===== src/rtl/uart_rx_lanes_if.sv =====
// uart_rx_lanes_if: lane-side inputs and frame-side outputs of the
// multi-lane UART receiver.
//   clkdiv      bit period in clock cycles (latched at each start edge)
//   uart_in     serial lines, idle high
//   data        received payload, updated only with valid
//   frame_type  00 data, 01 comma1, 10 comma2
//   valid, framing_err, type_err, skew_err   one-cycle pulses
//   busy        receiver is not idle
// master: the receiver. slave: the consumer that drives lanes/clkdiv.
interface uart_rx_lanes_if #(
  parameter int LANES    = 5,
  parameter int SYM_W    = 10,
  parameter int CLKDIV_W = 10
);
  logic [CLKDIV_W-1:0]    clkdiv;
  logic [LANES-1:0]       uart_in;
  logic [LANES*SYM_W-1:0] data;
  logic [1:0]             frame_type;
  logic                   valid;
  logic                   framing_err;
  logic                   type_err;
  logic                   skew_err;
  logic                   busy;

  modport master (
    input  clkdiv, uart_in,
    output data, frame_type, valid, framing_err, type_err, skew_err, busy
  );

  modport slave (
    output clkdiv, uart_in,
    input  data, frame_type, valid, framing_err, type_err, skew_err, busy
  );
endinterface


===== src/rtl/uart_rx_lanes.sv =====
// uart_rx_lanes: multi-lane UART receiver with in-band frame type.
// Per lane: start(0), 2 type bits MSB first, payload MSB first, stop(1).
// Ports:
//   CLK   clock
//   RST   synchronous active-high reset
//   bus   uart_rx_lanes_if.master (clkdiv, uart_in in; data, frame_type,
//         valid, framing_err, type_err, skew_err, busy out)
// Build option: define UART_RX_MAJORITY_VOTE_EN to decide every bit by a
// 2-of-3 vote over the samples at m-1, m, m+1 (decision one cycle later).
//
// state     | meaning
// IDLE      | waiting for any lane to go low
// START     | waiting for mid start bit, checking lane alignment
// TYPE      | collecting the 2 type bits
// PAYLOAD   | shifting payload bits into the per-lane registers
// STOP      | checking the stop bit
// WAIT_IDLE | after an error, waiting for all lanes high
module uart_rx_lanes #(
  parameter int LANES    = 5,
  parameter int SYM_W    = 10,
  parameter int C1_BITS  = 2,
  parameter int C2_BITS  = 4,
  parameter int CLKDIV_W = 10
) (
  input logic CLK,
  input logic RST,
  uart_rx_lanes_if.master bus
);
  localparam int BC_W = $clog2(SYM_W + 1);
  localparam int DW   = LANES * SYM_W;

  typedef enum logic [2:0] {IDLE, START, TYPE, PAYLOAD, STOP, WAIT_IDLE} state_t;

  state_t state, state_nx;

  logic [LANES-1:0]            sync1, sync2, bit_now;
  logic [CLKDIV_W-1:0]         clkdiv_eff, start_load;
  logic [CLKDIV_W-1:0]         period, period_nx, cnt, cnt_nx, cnt_step;
  logic [BC_W-1:0]             bit_cnt, bit_cnt_nx;
  logic [LANES-1:0]            ty_hi, ty_hi_nx;
  logic [1:0]                  ftype, ftype_nx;
  logic [LANES-1:0][SYM_W-1:0] shreg, shreg_nx;
  logic                        tick, ty_bad;
  logic                        valid_nx, ferr_nx, terr_nx, serr_nx;
  logic [DW-1:0]               data_pk, data_q;
  logic [1:0]                  frame_type_q;
  logic                        valid_q, ferr_q, terr_q, serr_q;

  always_ff @(posedge CLK) begin
    if (RST) begin
      sync1 <= '1;
      sync2 <= '1;
    end else begin
      sync1 <= bus.uart_in;
      sync2 <= sync1;
    end
  end

  assign clkdiv_eff = (bus.clkdiv < CLKDIV_W'(4)) ? CLKDIV_W'(4) : bus.clkdiv;

`ifdef UART_RX_MAJORITY_VOTE_EN
  logic [LANES-1:0] hist1, hist2;

  always_ff @(posedge CLK) begin
    if (RST) begin
      hist1 <= '1;
      hist2 <= '1;
    end else begin
      hist1 <= sync2;
      hist2 <= hist1;
    end
  end

  // current cycle is m+1; hist1 holds m, hist2 holds m-1
  assign bit_now    = (sync2 & hist1) | (sync2 & hist2) | (hist1 & hist2);
  assign start_load = clkdiv_eff >> 1;
`else
  assign bit_now    = sync2;
  // the detect cycle itself counts as phase 0
  assign start_load = (clkdiv_eff >> 1) - 1'b1;
`endif

  assign tick     = (cnt == '0);
  assign cnt_step = tick ? period - 1'b1 : cnt - 1'b1;

  function automatic logic [BC_W-1:0] last_idx(input logic [1:0] t);
    case (t)
      2'b01:   last_idx = BC_W'(C1_BITS - 1);
      2'b10:   last_idx = BC_W'(C2_BITS - 1);
      default: last_idx = BC_W'(SYM_W - 1);
    endcase
  endfunction

  always_comb begin
    state_nx   = state;
    period_nx  = period;
    cnt_nx     = cnt;
    bit_cnt_nx = bit_cnt;
    ty_hi_nx   = ty_hi;
    ftype_nx   = ftype;
    shreg_nx   = shreg;
    ty_bad     = 1'b0;
    valid_nx   = 1'b0;
    ferr_nx    = 1'b0;
    terr_nx    = 1'b0;
    serr_nx    = 1'b0;
    case (state)
      IDLE: begin
        if (!(&sync2)) begin
          state_nx  = START;
          period_nx = clkdiv_eff;
          cnt_nx    = start_load;
        end
      end
      START: begin
        cnt_nx = cnt_step;
        if (tick) begin
          if (bit_now == '0) begin
            state_nx   = TYPE;
            bit_cnt_nx = BC_W'(1);
          end else if (&bit_now) begin
            state_nx = IDLE;
          end else begin
            serr_nx  = 1'b1;
            state_nx = WAIT_IDLE;
          end
        end
      end
      TYPE: begin
        cnt_nx = cnt_step;
        if (tick) begin
          if (bit_cnt != '0) begin
            ty_hi_nx   = bit_now;
            bit_cnt_nx = bit_cnt - 1'b1;
          end else begin
            // lane 0 is authoritative; every other lane must agree with it
            ftype_nx = {ty_hi[0], bit_now[0]};
            for (int l = 1; l < LANES; l++) begin
              if ({ty_hi[l], bit_now[l]} != {ty_hi[0], bit_now[0]}) ty_bad = 1'b1;
            end
            if (ty_bad || ftype_nx == 2'b11) begin
              terr_nx  = 1'b1;
              state_nx = WAIT_IDLE;
            end else begin
              state_nx   = PAYLOAD;
              bit_cnt_nx = last_idx(ftype_nx);
              shreg_nx   = '0;
            end
          end
        end
      end
      PAYLOAD: begin
        cnt_nx = cnt_step;
        if (tick) begin
          for (int l = 0; l < LANES; l++) begin
            shreg_nx[l] = {shreg[l][SYM_W-2:0], bit_now[l]};
          end
          if (bit_cnt == '0) state_nx = STOP;
          else               bit_cnt_nx = bit_cnt - 1'b1;
        end
      end
      STOP: begin
        cnt_nx = cnt_step;
        if (tick) begin
          if (&bit_now) begin
            valid_nx = 1'b1;
            state_nx = IDLE;
          end else begin
            ferr_nx  = 1'b1;
            state_nx = WAIT_IDLE;
          end
        end
      end
      WAIT_IDLE: begin
        if (&sync2) state_nx = IDLE;
      end
      default: state_nx = IDLE;
    endcase
  end

  // comma payloads are packed contiguously, lane 0 in the low bits
  always_comb begin
    data_pk = '0;
    for (int l = 0; l < LANES; l++) begin
      case (ftype)
        2'b01:   data_pk[l*C1_BITS +: C1_BITS] = shreg[l][C1_BITS-1:0];
        2'b10:   data_pk[l*C2_BITS +: C2_BITS] = shreg[l][C2_BITS-1:0];
        default: data_pk[l*SYM_W +: SYM_W]     = shreg[l];
      endcase
    end
  end

  always_ff @(posedge CLK) begin
    if (RST) begin
      state        <= IDLE;
      period       <= '0;
      cnt          <= '0;
      bit_cnt      <= '0;
      ty_hi        <= '0;
      ftype        <= '0;
      shreg        <= '0;
      data_q       <= '0;
      frame_type_q <= '0;
      valid_q      <= 1'b0;
      ferr_q       <= 1'b0;
      terr_q       <= 1'b0;
      serr_q       <= 1'b0;
    end else begin
      state   <= state_nx;
      period  <= period_nx;
      cnt     <= cnt_nx;
      bit_cnt <= bit_cnt_nx;
      ty_hi   <= ty_hi_nx;
      ftype   <= ftype_nx;
      shreg   <= shreg_nx;
      valid_q <= valid_nx;
      ferr_q  <= ferr_nx;
      terr_q  <= terr_nx;
      serr_q  <= serr_nx;
      if (valid_nx) begin
        data_q       <= data_pk;
        frame_type_q <= ftype;
      end
    end
  end

  assign bus.data        = data_q;
  assign bus.frame_type  = frame_type_q;
  assign bus.valid       = valid_q;
  assign bus.framing_err = ferr_q;
  assign bus.type_err    = terr_q;
  assign bus.skew_err    = serr_q;
  assign bus.busy        = (state != IDLE);
endmodule


===== src/flat_wrapper.sv =====
// flat-port wrapper written by rule: the top's interface ports become plain ports
module uart_rx_lanes_flat 
#(
  parameter int LANES    = 5,
  parameter int SYM_W    = 10,
  parameter int C1_BITS  = 2,
  parameter int C2_BITS  = 4,
  parameter int CLKDIV_W = 10
)
  (CLK, RST, bus_clkdiv, bus_uart_in, bus_data, bus_frame_type, bus_valid, bus_framing_err, bus_type_err, bus_skew_err, bus_busy);
  uart_rx_lanes_if #(.LANES(LANES), .SYM_W(SYM_W), .CLKDIV_W(CLKDIV_W)) bus_i ();
  input logic CLK;
  input logic RST;
  input wire logic [$bits(bus_i.clkdiv)-1:0] bus_clkdiv;
  input wire logic [$bits(bus_i.uart_in)-1:0] bus_uart_in;
  output wire logic [$bits(bus_i.data)-1:0] bus_data;
  output wire logic [$bits(bus_i.frame_type)-1:0] bus_frame_type;
  output wire logic [$bits(bus_i.valid)-1:0] bus_valid;
  output wire logic [$bits(bus_i.framing_err)-1:0] bus_framing_err;
  output wire logic [$bits(bus_i.type_err)-1:0] bus_type_err;
  output wire logic [$bits(bus_i.skew_err)-1:0] bus_skew_err;
  output wire logic [$bits(bus_i.busy)-1:0] bus_busy;
  assign bus_i.clkdiv = bus_clkdiv;
  assign bus_i.uart_in = bus_uart_in;
  assign bus_data = bus_i.data;
  assign bus_frame_type = bus_i.frame_type;
  assign bus_valid = bus_i.valid;
  assign bus_framing_err = bus_i.framing_err;
  assign bus_type_err = bus_i.type_err;
  assign bus_skew_err = bus_i.skew_err;
  assign bus_busy = bus_i.busy;
  uart_rx_lanes #(.LANES(LANES), .SYM_W(SYM_W), .C1_BITS(C1_BITS), .C2_BITS(C2_BITS), .CLKDIV_W(CLKDIV_W)) u_core (.CLK(CLK), .RST(RST), .bus(bus_i));
endmodule

===== config.mk =====
export PLATFORM = sky130hd
export DESIGN_NAME = uart_rx_lanes_flat
export DESIGN_NICKNAME = d
export VERILOG_FILES = /design/src/rtl/uart_rx_lanes_if.sv /design/src/rtl/uart_rx_lanes.sv /design/src/flat_wrapper.sv
export SDC_FILE = /design/constraint.sdc
export NUM_CORES = 1
export LEC_CHECK = 0
export ABC_AREA = 1
export CELL_PAD_IN_SITES_DETAIL_PLACEMENT = 1
export CELL_PAD_IN_SITES_GLOBAL_PLACEMENT = 1
export CORE_MARGIN = 3
export CORE_UTILIZATION = 40
export DETAILED_ROUTE_END_ITERATION = 8
export PLACE_DENSITY_LB_ADDON = 0.1
export SLEW_MARGIN = 20
export SYNTH_ARGS = -nofsm -noshare
export SYNTH_HDL_FRONTEND = slang
export SYNTH_SLANG_ARGS = --single-unit

===== constraint.sdc =====
create_clock -name CLK -period 2 [get_ports CLK]
set_input_delay 0.2 -clock CLK [delete_from_list [all_inputs] [get_ports CLK]]
set_output_delay 0.2 -clock CLK [all_outputs]
set_load 0.01 [all_outputs]

==> run_1/cell_classes.png <==
The bar under the picture is 50 um long.
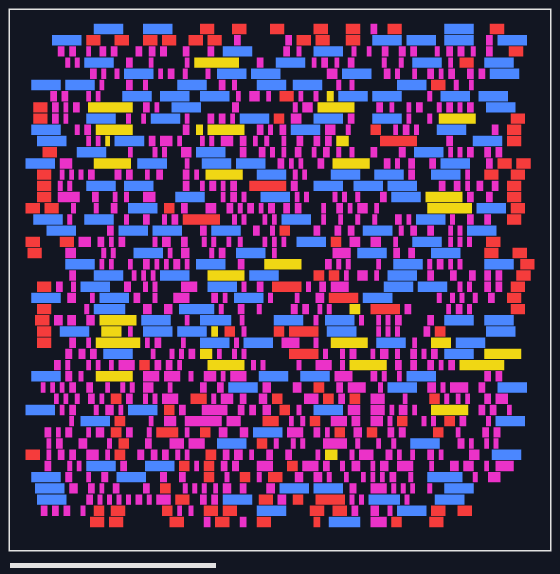
- yellow: clock drivers and dummy loads (cells 32; share of their area 8.0%)
- magenta: all other logic (cells 653; share of their area 40%)
- blue: flip-flops (cells 150; share of their area 37%)
- red: other buffers and delay cells (cells 127; share of their area 16%)

==> run_1/pdn.png <==
The bar under the picture is 50 um long. Pins as bars on the die edge. Tap cells in grey.
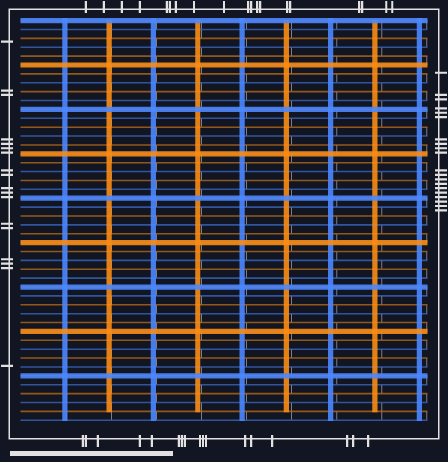
- orange: VDD
- blue: VSS
- signal pins: 74
- rows: 45

==> run_1/metal_stack.png <==
The bar under the picture is 50 um long. Only two layers are drawn.
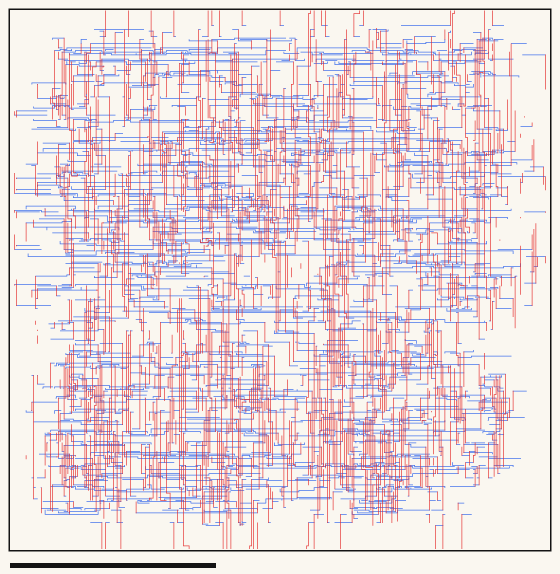
- blue: met1 (wire length 9220 um)
- red: met2 (wire length 9980 um)

==> run_1/clock_map.png <==
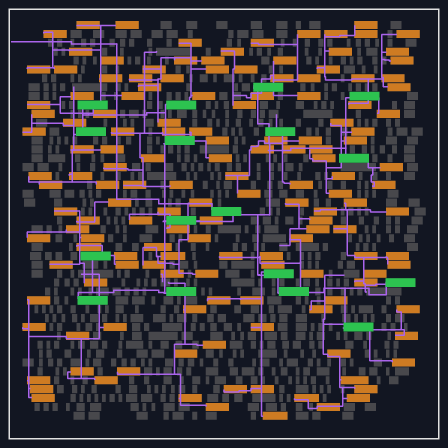
- orange: flip-flops (count 150)
- purple: clock wires (length 1940 um)
- green: cells driving clock nets (count 17)
- flops lie: spread over the die

run 1: sequential cells by signal, summed over array words and instances (netlist names):
name / flops
u_core.bus.data: 50
u_core.shreg: 48
u_core.cnt: 10
u_core.period: 10
u_core.bit_now: 5
u_core.sync1: 5
u_core.ty_hi: 5
u_core.bit_cnt: 4
u_core.state: 3
u_core.bus.frame_type: 2
u_core.data_pk: 2
u_core.ftype: 2
u_core.bus.framing_err: 1
u_core.bus.skew_err: 1
u_core.bus.type_err: 1
u_core.bus.valid: 1
run 1: cells in the final DEF, fill, tap and decap left out, types with 5 or more instances in the layout:
cell type        instances
a311oi_1                 5
bufinv_16                5
nand2_4                  5
ha_1                     7
clkdlybuf4s50_1         72
nand2_2                  8
a211oi_1                14
nor2_4                  11
or2_2                   10
o21ai_1                 16
dfxtp_1                144
buf_12                   6
o21ai_0                 68
inv_2                    9
nand3_2                  7
nand3_1                 64
buf_4                   42
nor2_2                   6
a21oi_1                 77
clkbuf_16               20
nor3_1                   7
inv_1                   56
nand2_1                205
nor2_1                  53
run 1: area by class of cell:
type / instances / area [sq um] / share of cell area (%)
tap: 211 / 264 / 3.13
sequential: 150 / 3020 / 35.7
timing repair buffer: 127 / 1270 / 15.1
clock inverter: 12 / 199 / 2.36
inverter: 68 / 260 / 3.08
multi-input combinational: 585 / 2970 / 35.2
clock buffer: 20 / 457 / 5.41
run 1: per-layer routing:
layer | track usage, % | share of wire (%) | up-vias
li1 | - | - | 2994
met4 | 6.11 | 1.2 | 0
met3 | 4.34 | 3.1 | 23
met5 | 0 | 0 | -
met1 | 29.9 | 46 | 3018
met2 | 38.0 | 50 | 107
==> impl_metrics.py, run 1 <==
# Metrics from the implementation run
metrics = {
    "logic_synthesis": {
        "xor_share_pct": 0.420,
        "ys_cells": 850,
        "synthTopCellsByArea": "dfxtp_1 48%, nand2_1 13%, a21oi_1 6.2%",
        "top_area_share_pct": 48.0,
        "fa_ha_area_share_pct": 1.60,
        "synth_cell_type_count": 32,
        "aoi_share_pct": 16.4,
        "syn-cell-area_sq_um": 6260,
        "async_flop_share_pct": 0,
        "yosysMostFrequentCell": "nand2_1",
        "ys_area_sq_um": 6260,
        "ys_seq_share_pct": 48.0,
        "top_cells_by_count": "214 x nand2_1, 150 x dfxtp_1, 78 x a21oi_1, 69 x nand3_1, 69 x o21ai_0",
        "syn_inst": 850,
        "synth_nets": 875,
    },
    "critical_path": {
        "crit_end": "u_core.cnt[3]",
        "r2r_cells": 13,
        "path_class": "reg -> reg",
        "cp_slowest_stage_delay_ns": 0.34,
        "r2r_start": "u_core.state[1]",
        "required_ns": 2.31,
        "slowest_stage": "dfxtp_2",
        "critPathBufInv": 5,
    },
    "power": {
        "power.switching_uw": 3260,
        "peakVddDrop_uv": 644,
        "seqPwrFrac_pct": 33.9,
        "maxPowerGroup": "clock",
        "power_frac_clock_pct": 36.1,
        "seq_cell_power_uw": 3350,
        "total_leakage_power_uw": 0.00319,
        "p_clk_uw": 3570,
    },
    "final_timing": {
        "holdWs_ns": 0.283,
        "fin_ws_ns": -0.000367,
        "fmax_mhz": 500,
        "finalHoldViolations": 0,
        "final-setup-viol-count": 1,
        "period_used_pct": 100,
        "rsz0062_at_grt": "true",
        "slew_headroom_pct": 55.5,
    },
    "min_path": {
        "whs_endpoint": "u_core.state[0]",
        "hp-class": "in -> reg",
        "hold-path-cell-count": 3,
    },
    "clock_network": {
        "cts_resized": 10,
        "cts_root_buf": "clkbuf_16",
        "hold_buffers": 0,
        "post_cts_buffers": 0,
    },
    "grt": {
        "antenna_found_initial": 0,
        "grt-ovfl-total": 0,
        "grt_max_degree": 89,
        "grt_usage_pct": 22.6,
        "grt_pass1_wl_mm": 30.9,
    },
    "finish": {
        "final_util_pct": 55.3,
        "area_growth_pct": 34.9,
        "drive_gt1_share_pct": 16.2,
        "final_nets": 974,
        "fin_area_sq_um": 8440,
    },
    "floorplanning": {
        "core_sq_um": 15300,
        "initial_core_util_pct": 41.0,
        "io_pins": 74,
        "die_w_um": 131,
    },
    "status": {
        "violations": "negative setup slack",
        "status": "finished, violations left",
    },
    "placement": {
        "port_buffers": 73,
        "gp_congestion": 0.853,
    },
    "route": {
        "avgRoutedWirePerCell_um": 17.1,
        "antenna_left": 0,
    },
    "flow_run": {
        "warning_count": 31,
    },
}
## Run 2: what changed since run 1
--- a/config.mk
+++ b/config.mk
@@ -9,9 +9,9 @@
 export CELL_PAD_IN_SITES_DETAIL_PLACEMENT = 1
 export CELL_PAD_IN_SITES_GLOBAL_PLACEMENT = 1
 export CORE_MARGIN = 3
-export CORE_UTILIZATION = 40
+export CORE_UTILIZATION = 37
 export DETAILED_ROUTE_END_ITERATION = 8
-export PLACE_DENSITY_LB_ADDON = 0.1
+export PLACE_DENSITY = 0.76
 export SLEW_MARGIN = 20
 export SYNTH_ARGS = -nofsm -noshare
 export SYNTH_HDL_FRONTEND = slang
==> constraint.sdc (replaced) <==
create_clock -name CLK -period 1.6 [get_ports CLK]
set_input_delay 0.16 -clock CLK [delete_from_list [all_inputs] [get_ports CLK]]
set_output_delay 0.16 -clock CLK [all_outputs]
set_load 0.01 [all_outputs]
==> run_2/clock_map.png <==
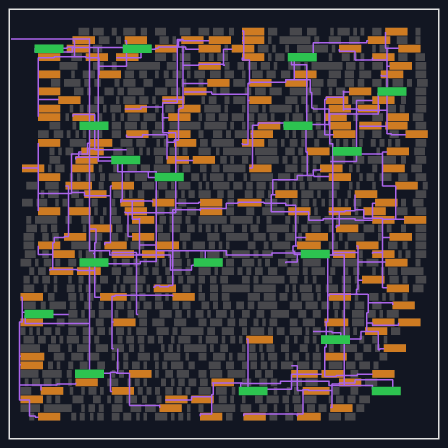
- green: cells driving clock nets (count 17)
- orange: flip-flops (count 150)
- purple: clock wires (length 2400 um)
- flops lie: spread over the die

==> impl_metrics.py, run 2 <==
# Metrics from the implementation run
metrics = {
    "final_timing": {
        "holdWs_ns": 0.260,
        "period_used_pct": 133,
        "final-setup-viol-count": 130,
        "rsz0062_at_grt": "true",
        "fin_skew_ns": 0.0160,
        "slew_headroom_pct": 61.0,
        "fin_ws_ns": -0.527,
        "finalHoldViolations": 0,
    },
    "finish": {
        "largest_reg_flops": 50,
        "final_nets": 1093,
        "regArea_sq_um": 3030,
        "drive_gt1_share_pct": 45.1,
        "mostFrequentLayoutCells": "136 x dfxtp_1, 126 x nand2_1, 117 x buf_4",
        "fin_area_sq_um": 10700,
        "lay_top_count": "dfxtp_1",
        "combGateArea_sq_um": 4050,
    },
    "critical_path": {
        "cp_max_fo": 7,
        "r2r_cells": 13,
        "cp.arrival_ns": 2.49,
        "r2r_start": "u_core.state[1]",
        "crit_end": "u_core.cnt[8]",
        "critPathBufInv": 1,
        "required_ns": 1.97,
        "cp-start-kind": "register",
        "cp_slowest_stage_delay_ns": 0.36,
    },
    "logic_synthesis": {
        "synthTopCellsByArea": "dfxtp_1 48%, nand2_1 13%, a21oi_1 6.2%",
        "top_area_share_pct": 48.0,
        "ys_cells": 850,
        "ys_area_sq_um": 6260,
        "syn_inst": 850,
        "ys.flops": 150,
        "async_flop_share_pct": 0,
        "top_cells_by_count": "214 x nand2_1, 150 x dfxtp_1, 78 x a21oi_1, 69 x nand3_1, 69 x o21ai_0",
        "ys_seq_share_pct": 48.0,
        "synth_cell_type_count": 32,
        "yosysMostFrequentCell": "nand2_1",
        "synth_nets": 875,
        "syn-cell-area_sq_um": 6260,
    },
    "grt": {
        "grtUsageMet1_pct": 35.6,
        "antenna_found_initial": 0,
        "grt_busiest_layer": "met2",
        "met3_usage_pct": 6.07,
        "grt_max_degree": 89,
        "grtUsageMet2_pct": 50.9,
        "grt_usage_pct": 29.8,
        "grt_pass1_wl_mm": 42.5,
    },
    "clock_network": {
        "cts_sinks": 150,
        "cts_root_buf": "clkbuf_16",
        "hold_buffers": 0,
        "cts_resized": 140,
    },
    "route": {
        "met2WireLength_mm": 17.4,
        "routed.top_layer": "met4",
        "wirelength_met1_mm": 13.3,
        "wl_met3_mm": 2.79,
        "antenna_left": 0,
    },
    "power": {
        "power_frac_clock_pct": 28.8,
        "seq_cell_power_uw": 4210,
        "intPower_uw": 8760,
        "fin_total_pwr_uw": 14500,
        "peakVddDrop_uv": 1380,
        "p_clk_uw": 4180,
        "power.switching_uw": 5770,
        "seqPwrFrac_pct": 29.0,
        "total_leakage_power_uw": 0.00425,
    },
    "flow_run": {
        "warning_count": 32,
    },
    "min_path": {
        "hp-class": "in -> reg",
        "hold-path-cell-count": 3,
    },
    "floorplanning": {
        "initial_core_util_pct": 38.6,
        "die_w_um": 136,
        "io_pins": 74,
    },
    "status": {
        "status": "finished, violations left",
        "violations": "negative setup slack",
    },
    "placement": {
        "gp_congestion": 0.792,
        "port_buffers": 73,
    },
}
==> run_2/final_placement.png <==
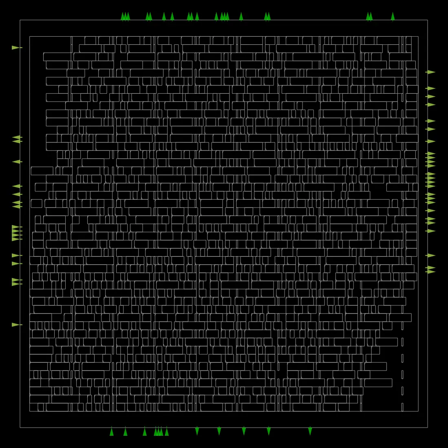
Fill cells: 1793
fin cells: 1297
Finished Core Util: 66.1%

[run 2: netlist changes by cell type in the layout (fill, tap and decap cells not counted), moves of 10 or more]
cell and delta:
buf_6 +22, o21ai_0 -30, inv_1 -11, nor2_1 -13, nand2_2 +23, buf_4 +75
a21oi_1 -48, o21ai_2 +22, a21oi_2 +47, nand3_1 -10, nand2_4 +54, buf_12 +11
nand2_1 -79
[run 2: final cells by class]
type	instances	area share, %
multi-input cells	585	37.7
flip-flops and latches	150	28.3
repair buffers	246	23.6
clock buffers	18	4.09
inverters	68	2.52
well taps	216	2.52
clock inverters	14	1.29
[run 2: cells by family (layout without fill, tap and decap cells)]
family,after synthesis,after routing,share of synthesized area (%)
buf+inv,115,346,7.30
fa+ha+maj,8,8,1.60
xor+xnor,3,3,0.420
flops,150,150,48.0
simple gates,384,384,26.3
compound gates,190,190,16.4
[run 2: worst min-delay path by stage]
stage	startpoint	to	slack, ns
6_report	RST	u_core.data_pk[1]	0.26
5_1_grt	bus_uart_in[2]	u_core.sync1[2]	0.27
4_1_cts	RST	u_core.bus.data[0]	0.19
3_5_place_dp	u_core.sync1[0]	u_core.bit_now[0]	0.40
3_3_place_gp	u_core.sync1[1]	u_core.bit_now[1]	0.39
2_1_floorplan	bus_uart_in[0]	u_core.sync1[0]	0.26
[run 2: worst min-delay path: cells and delay by family]
kind	cells	cell delay, ns
buffers and inverters	2	0.36
AND-OR/OR-AND	1	0.16
[run 2: per-stage QoR]
step | TNS, ns | worst slack (ns)
3_5_place_dp | -32.18 | -0.484
6_report | -46.21 | -0.527
3_3_place_gp | -22.69 | -0.392
2_1_floorplan | -0.416 | -0.136
5_1_grt | -52.36 | -0.586
4_1_cts | -18.29 | -0.233
## Run 3: what changed since run 2
--- a/config.mk
+++ b/config.mk
@@ -11,6 +11,8 @@
 export CORE_MARGIN = 3
 export CORE_UTILIZATION = 37
 export DETAILED_ROUTE_END_ITERATION = 8
+export GPL_ROUTABILITY_DRIVEN = 0
+export HOLD_SLACK_MARGIN = 0.06
 export PLACE_DENSITY = 0.76
 export SLEW_MARGIN = 20
 export SYNTH_ARGS = -nofsm -noshare
==> run_3/metal_stack.png <==
The bar under the picture is 50 um long. Only two layers are drawn.
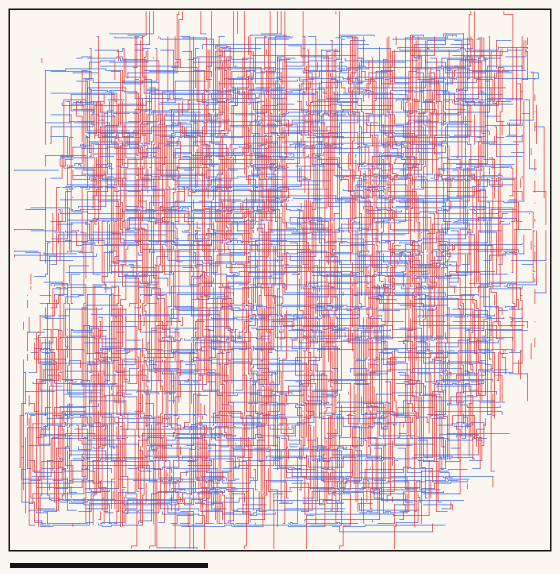
- red: met2 (wire length 17400 um)
- blue: met1 (wire length 13300 um)

==> impl_metrics.py, run 3 <==
# Metrics from the implementation run
metrics = {
    "min_path": {
        "hp-class": "in -> reg",
        "holdCritStartpoint": "RST",
    },
    "critical_path": {
        "required_ns": 1.97,
        "cp-start-kind": "register",
        "cp_slowest_stage_delay_ns": 0.36,
        "r2r_start": "u_core.state[1]",
        "cp.arrival_ns": 2.49,
        "cp_max_fo": 7,
        "slowest_stage": "dfxtp_4",
        "path_class": "reg -> reg",
    },
    "finish": {
        "instances_no_fill": 1297,
        "mostFrequentLayoutCells": "136 x dfxtp_1, 126 x nand2_1, 117 x buf_4",
        "lay_top_count": "dfxtp_1",
        "buffers": 246,
        "final_nets": 1093,
        "area_growth_pct": 71.5,
        "sh_seq_area_pct": 28.3,
        "ff_count": 150,
        "comb_share_pct": 37.7,
        "nonClkBufAreaFrac_pct": 23.6,
        "regArea_sq_um": 3030,
        "fin_area_sq_um": 10700,
        "clock_cell_area_share_pct": 5.38,
        "inverters_excl_clock": 68,
        "largestClassByArea": "multi-input combinational cells",
        "final_util_pct": 66.1,
        "num-multi-input-gates": 585,
        "combGateArea_sq_um": 4050,
        "largest_reg_flops": 50,
        "nClkBuffers": 18,
        "drive_gt1_share_pct": 45.1,
        "fillers": 1793,
        "n_antenna_cell": 0,
    },
    "route": {
        "avgRoutedWirePerCell_um": 27.7,
        "antenna_left": 0,
        "via_count": 7914,
        "viasPerCell": 6.10,
        "drtIter0Drc": 779,
    },
    "logic_synthesis": {
        "top_cells_by_count": "214 x nand2_1, 150 x dfxtp_1, 78 x a21oi_1, 69 x nand3_1, 69 x o21ai_0",
        "top_area_share_pct": 48.0,
        "yosysMostFrequentCell": "nand2_1",
        "ys_seq_share_pct": 48.0,
        "ys_cells": 850,
        "ys_area_sq_um": 6260,
        "synth_cell_type_count": 32,
        "syn-cell-area_sq_um": 6260,
        "syn_inst": 850,
        "synth_nets": 875,
        "ys.flops": 150,
        "async_flop_share_pct": 0,
        "synthTopCellsByArea": "dfxtp_1 48%, nand2_1 13%, a21oi_1 6.2%",
    },
    "floorplanning": {
        "initial_core_util_pct": 38.6,
        "nWellTaps": 216,
        "die_w_um": 136,
        "die_y_um": 136,
        "core_sq_um": 16200,
        "io_pins": 74,
    },
    "clock_network": {
        "cts_root_buf": "clkbuf_16",
        "hold_buffers": 0,
        "cts_sinks": 150,
    },
    "placement": {
        "port_buffers": 73,
        "dp_slack_ns": -0.484,
        "place_inst": 1199,
    },
    "status": {
        "status": "finished, violations left",
        "violations": "negative setup slack",
    },
    "final_timing": {
        "finalHoldViolations": 0,
        "final-setup-viol-count": 130,
        "slew_headroom_pct": 61.0,
        "tns_ns": -46.21,
        "period_used_pct": 133,
        "fmax_mhz": 470,
        "fin_ws_ns": -0.527,
        "rsz0062_at_grt": "true",
        "timing.final.crit_period_ns": 2.13,
        "fin_skew_ns": 0.0160,
        "slew_violations": 0,
    },
    "power": {
        "total_leakage_power_uw": 0.00425,
        "peakVddDrop_uv": 1380,
    },
    "grt": {
        "grt-ovfl-total": 0,
        "grt_pass1_wl_mm": 42.5,
        "grt_usage_pct": 29.8,
        "grt_max_degree": 89,
        "antenna_found_initial": 0,
    },
    "flow_run": {
        "warning_count": 32,
    },
}
==> run_3/pdn.png <==
The bar under the picture is 50 um long. Pins as bars on the die edge. Tap cells in grey.
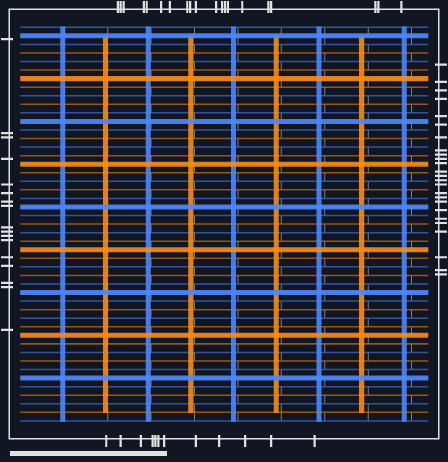
- blue: VSS
- orange: VDD
- rows: 46
- met5 straps: 9
- met4 straps: 9

-- run 3: cell counts after synthesis --
No cell type changed its count.
-- run 3: logic make-up (layout without fill, tap and decap cells) --
kind of cell               after synthesis  in the layout  share of synthesized area [%]
and+or+nand+nor                        384            384                           26.3
AOI/OAI and AO/OA                      190            190                           16.4
DFF                                    150            150                           48.0
buffers and inverters                  115            346                           7.30
adders and majority gates                8              8                           1.60
xor gates and xnor gates                 3              3                          0.420
-- run 3: final timing paths --
kind	end	slack, ns	depth (start not counted)
setup / recovery	u_core.cnt[8]	-0.53	13
setup reg to reg	u_core.cnt[8]	-0.53	13
hold reg to reg	u_core.bit_now[4]	0.41	1
hold / removal	u_core.data_pk[1]	0.26	3
-- run 3: power by group --
part / internal [uW] / switching, uW / leakage, uW
Combinational: 2540 / 3600 / 0.00275
Clock: 2230 / 1950 / 0.000282
Sequential: 4000 / 216 / 0.00122
-- run 3: metal layers --
metal	global-route usage [%]	share of wire [%]	vias up
li1	-	-	3252
met3	6.07	7.8	209
met1	35.6	37	3889
met4	14.7	6.5	0
met5	0	0	-
met2	50.9	49	564
-- run 3: stage by stage --
| stage | hold WS [ns] | total power, uW |
|---|---|---|
| floorplan | 0.264 | 6180 |
| CTS | 0.190 | 12500 |
| global placement | 0.393 | 7690 |
| finish | 0.260 | 14500 |
| detailed placement | 0.403 | 7800 |
| global route | 0.266 | 14900 |
-- run 3: critical path, delay by kind of cell, from the launching register on --
kind	cells	cell delay (ns)
buffers and inverters	1	0.03
adders and majority gates	1	0.16
and+or+nand+nor	11	1.48
DFF	1	0.36
-- run 3: timing repair --
item                                    in CTS  in global routing
endpoints found under the setup margin     138                140
buffers inserted                            32                 28
pin swaps                                   44                 80
cloned                                      15                  4
resized                                    140                301
Power is estimated from default activity; no workload was simulated.
